===== config.mk =====
export PLATFORM = sky130hd
export DESIGN_NAME = pipe_hazard_ctrl
export DESIGN_NICKNAME = d
export VERILOG_FILES = /design/src/rtl/pipe_ctrl_pkg.sv /design/src/rtl/div_occupancy_fsm.sv /design/src/rtl/pipe_hazard_ctrl.sv
export SDC_FILE = /design/constraint.sdc
export NUM_CORES = 1
export LEC_CHECK = 0
export ABC_AREA = 1
export CORE_MARGIN = 2
export CORE_UTILIZATION = 60
export CTS_CLUSTER_SIZE = 14
export DETAILED_ROUTE_END_ITERATION = 16
export DONT_BUFFER_PORTS = 1
export PLACE_DENSITY = 0.78
export RECOVER_POWER = 100
export SKIP_LAST_GASP = 1
export SYNTH_ARGS = -nofsm -noshare
export SYNTH_HDL_FRONTEND = slang
export SYNTH_SLANG_ARGS = --single-unit

===== constraint.sdc =====
create_clock -name clk -period 1.55 [get_ports clk]
set_input_delay 0.155 -clock clk [delete_from_list [all_inputs] [get_ports clk]]
set_output_delay 0.155 -clock clk [all_outputs]
set_load 0.005 [all_outputs]

===== src/rtl/pipe_ctrl_pkg.sv =====
// Shared encodings for the pipeline hazard controller: divider state and load-type constants.
package pipe_ctrl_pkg;

  localparam int unsigned REG_W    = 5;
  localparam int unsigned LDTYPE_W = 4;

  localparam logic [1:0] DIV_ST_IDLE = 2'd0;
  localparam logic [1:0] DIV_ST_BUSY = 2'd1;
  localparam logic [1:0] DIV_ST_DONE = 2'd2;

  typedef enum logic [1:0] {
    D_IDLE = DIV_ST_IDLE,
    D_BUSY = DIV_ST_BUSY,
    D_DONE = DIV_ST_DONE
  } div_st_e;

  localparam logic [LDTYPE_W-1:0] LOAD_TYPE_NONE = 4'b0000;

  // True when an ID source operand is read and matches the given destination.
  function automatic logic reg_hit(input logic uses,
                                   input logic [REG_W-1:0] src,
                                   input logic [REG_W-1:0] dst);
    return uses && (src == dst);
  endfunction

endpackage


===== src/rtl/div_occupancy_fsm.sv =====
// Tracks how long a div/divu occupies EXE and flags the quotient-valid cycle.
module div_occupancy_fsm
  import pipe_ctrl_pkg::*;
#(
  parameter int unsigned DIV_CYCLES = 33,
  parameter int unsigned CNT_W      = 6
) (
  input  logic clk,
  input  logic rst_n,
  input  logic is_div,
  input  logic irq_take,
  input  logic mem_busy,
  output logic div_busy_c,
  output logic div_done_c,
  output logic div_stall_c
);

  div_st_e          div_st_q, div_st_d;
  logic [CNT_W-1:0] div_cnt_q, div_cnt_d;

  always_ff @(posedge clk) begin
    if (!rst_n) begin
      div_st_q  <= D_IDLE;
      div_cnt_q <= '0;
    end else begin
      div_st_q  <= div_st_d;
      div_cnt_q <= div_cnt_d;
    end
  end

  // Cycle 0 is the idle cycle that sees the div, then DIV_CYCLES-2 busy cycles, then one done cycle.
  always_comb begin
    div_st_d    = div_st_q;
    div_cnt_d   = div_cnt_q;
    div_busy_c  = 1'b0;
    div_done_c  = 1'b0;
    div_stall_c = 1'b0;
    case (div_st_q)
      D_IDLE: begin
        div_stall_c = is_div;
        if (is_div && !irq_take) begin
          div_st_d  = D_BUSY;
          div_cnt_d = CNT_W'(DIV_CYCLES - 2);
        end
      end
      D_BUSY: begin
        div_busy_c  = 1'b1;
        div_stall_c = 1'b1;
        if (irq_take) begin
          div_st_d  = D_IDLE;
          div_cnt_d = '0;
        end else if (div_cnt_q <= CNT_W'(1)) begin
          div_st_d  = D_DONE;
          div_cnt_d = '0;
        end else begin
          div_cnt_d = div_cnt_q - CNT_W'(1);
        end
      end
      D_DONE: begin
        div_done_c = 1'b1;
        // Quotient must stay presented until the stalled MEM access lets EXE advance.
        if (irq_take || !mem_busy) begin
          div_st_d = D_IDLE;
        end
      end
      default: begin
        div_st_d  = D_IDLE;
        div_cnt_d = '0;
      end
    endcase
  end

endmodule


===== src/rtl/pipe_hazard_ctrl.sv =====
// Stall/flush generator for the 5-stage pipeline: redirects, memory waits, divide occupancy, load-use.
module pipe_hazard_ctrl
  import pipe_ctrl_pkg::*;
#(
  parameter int unsigned DIV_CYCLES = 33,
  parameter int unsigned CNT_W      = 6
) (
  input  logic                clk,
  input  logic                rst_n,
  input  logic [REG_W-1:0]    ID_rs,
  input  logic [REG_W-1:0]    ID_rt,
  input  logic                ID_uses_rs,
  input  logic                ID_uses_rt,
  input  logic [LDTYPE_W-1:0] ID_EXE_load_type_data,
  input  logic                ID_EXE_wreg_data,
  input  logic [REG_W-1:0]    EXE_waddr,
  input  logic                ID_EXE_is_div_data,
  input  logic                mem_req,
  input  logic                mem_data_ok,
  input  logic                irq,
  input  logic                eret,
  output logic                pc_stall,
  output logic                if_id_stall,
  output logic                if_id_flush,
  output logic                stall0,
  output logic                clr0,
  output logic                clr1,
  output logic                clr2,
  output logic                exe_mem_stall,
  output logic                exe_mem_flush,
  output logic                div_busy,
  output logic                div_done
);

  logic mem_wait_q, mem_wait_d;
  logic irq_pend_q, irq_pend_d;
  logic mem_busy_c;
  logic irq_take_c;
  logic load_use_c;
  logic div_stall_c;
  logic div_busy_c;
  logic div_done_c;

  div_occupancy_fsm #(
    .DIV_CYCLES (DIV_CYCLES),
    .CNT_W      (CNT_W)
  ) u_div_fsm (
    .clk         (clk),
    .rst_n       (rst_n),
    .is_div      (ID_EXE_is_div_data),
    .irq_take    (irq_take_c),
    .mem_busy    (mem_busy_c),
    .div_busy_c  (div_busy_c),
    .div_done_c  (div_done_c),
    .div_stall_c (div_stall_c)
  );

  always_ff @(posedge clk) begin
    if (!rst_n) begin
      mem_wait_q <= 1'b0;
      irq_pend_q <= 1'b0;
    end else begin
      mem_wait_q <= mem_wait_d;
      irq_pend_q <= irq_pend_d;
    end
  end

  // An issued access stays outstanding until data_ok; an irq seen meanwhile is parked.
  always_comb begin
    mem_busy_c = (mem_req || mem_wait_q) && !mem_data_ok;
    irq_take_c = (irq || irq_pend_q) && !mem_busy_c;

    mem_wait_d = mem_wait_q;
    if (mem_data_ok) begin
      mem_wait_d = 1'b0;
    end else if (mem_req) begin
      mem_wait_d = 1'b1;
    end

    irq_pend_d = irq_pend_q;
    if (irq_take_c) begin
      irq_pend_d = 1'b0;
    end else if (irq && mem_busy_c) begin
      irq_pend_d = 1'b1;
    end

    load_use_c = (ID_EXE_load_type_data != LOAD_TYPE_NONE) && ID_EXE_wreg_data &&
                 (EXE_waddr != '0) &&
                 (reg_hit(ID_uses_rs, ID_rs, EXE_waddr) || reg_hit(ID_uses_rt, ID_rt, EXE_waddr));
  end

  // Strict priority: interrupt, eret, memory wait, divide, load-use.
  always_comb begin
    pc_stall      = 1'b0;
    if_id_stall   = 1'b0;
    if_id_flush   = 1'b0;
    stall0        = 1'b0;
    clr0          = 1'b0;
    clr1          = 1'b0;
    clr2          = 1'b0;
    exe_mem_stall = 1'b0;
    exe_mem_flush = 1'b0;
    div_busy      = div_busy_c;
    div_done      = div_done_c;
    if (irq_take_c) begin
      clr1          = 1'b1;
      if_id_flush   = 1'b1;
      exe_mem_flush = 1'b1;
    end else if (eret) begin
      clr2          = 1'b1;
      if_id_flush   = 1'b1;
    end else if (mem_busy_c) begin
      pc_stall      = 1'b1;
      if_id_stall   = 1'b1;
      stall0        = 1'b1;
      exe_mem_stall = 1'b1;
    end else if (div_stall_c) begin
      pc_stall      = 1'b1;
      if_id_stall   = 1'b1;
      stall0        = 1'b1;
      exe_mem_flush = 1'b1;
    end else if (load_use_c) begin
      pc_stall      = 1'b1;
      if_id_stall   = 1'b1;
      clr0          = 1'b1;
    end
  end

endmodule

==> images/density.png <==
8 x 8 tiles, from white (low) to dark blue (high), 0 to 100% covered.
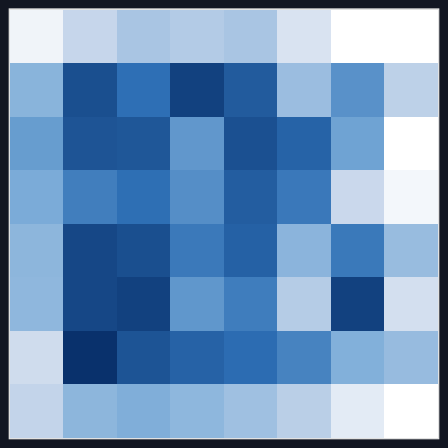
nearly empty tiles: 6.2%
tiles over 75% full: 28%
emptiest ninth of the die: upper right
mean over tiles: 53%
Initial Util: 64.7%
Layout Utilization: 71.3%

==> job_summary.md <==
## Synthesis and layout report

| Metric | Value |
|---|---|
| Status | finished, final reports clean |
| Synthesis area per yosys | 842 um2 |
| Critical path destination | clr0 |
| Hold-critical path depth | 2 |
| Seq pwr share | 38.3% |
| Yosys cell count | 136 |
| CP Launch Type | flop |
| Count leader, synth | nand2_1 |
| Routed WL per cell | 12.2 um |
| Worst path max stage delay | 330 ps |
| Largest net degree at the start of global routing | 10 |
| Non-Clock Buffer Area Fraction | 3.51% |
| Leading power group | sequential cells |
| CORE AREA | 0.00130 mm2 |
| Clk Tree Root Cell | clkbuf_4 |
| Comb area | 552 um2 |
| Critical Path End Type | output pin |
| # IOs | 40 |
| 1st-pass router iterations | 4 |
| Worst Hold Endpoint | irq_pend_q |
| Diode count | 0 |
| Yosys reg bits | 10 |
| Worst path arrival time | 1320 ps |
| Cell Area, Placed | 853 um2 |
| Setup WS post-layout | 73.8 ps |
| Syn_nets | 167 |
| PortBufs | 0 |
| Count of tool warnings | 27 |
| Placer Congestion | 0.828 |
| Combinational share of cell area | 59.5% |
| Final ANT Viol Nets | 0 |
| Highest Clock Rate | 677 MHz |
| Biggest regs | u_div_fsm.div_cnt_q: 6 flops, u_div_fsm.div_st_q: 2 flops |
| Slew Limit Fails | 0 |
==> images/met2.png <==
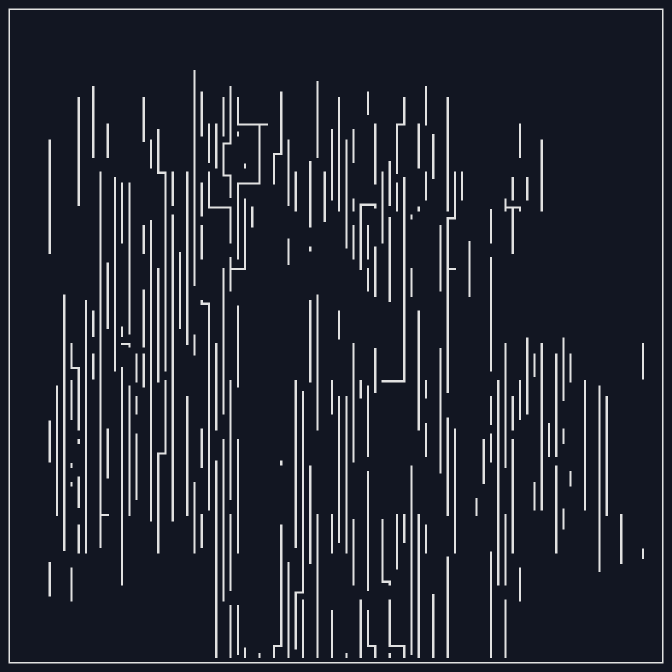
wire length on this layer: 947 um
longest straight run: 23.8 um
nets with wire on the layer: 139
DR vias: 875
met2 Usage GRT: 35.0%
final WL: 1.93 mm

-- layer usage --
| layer | share of wire, % | global-route usage, % | wire length [um] | up-vias |
|---|---|---|---|---|
| met1 | 43 | 25.9 | 823 | 393 |
| met3 | 6.9 | 5.22 | 133 | 5 |
| met5 | 0 | 0 | 0 | - |
| met4 | 1.3 | 9.03 | 25 | 0 |
| li1 | - | - | - | 439 |
| met2 | 49 | 35.0 | 947 | 38 |
-- logic make-up (layout without fill, tap and decap cells) --
family	after synthesis	count (layout)	share of synthesized area [%]
buffers and inverters	24	31	11.1
AOI/OAI and AO/OA	23	23	17.8
DFF	10	10	23.8
xor gates and xnor gates	5	5	5.20
adders and majority gates	2	2	2.97
and+or+nand+nor	72	72	39.1
Power is estimated from default activity; no workload was simulated.
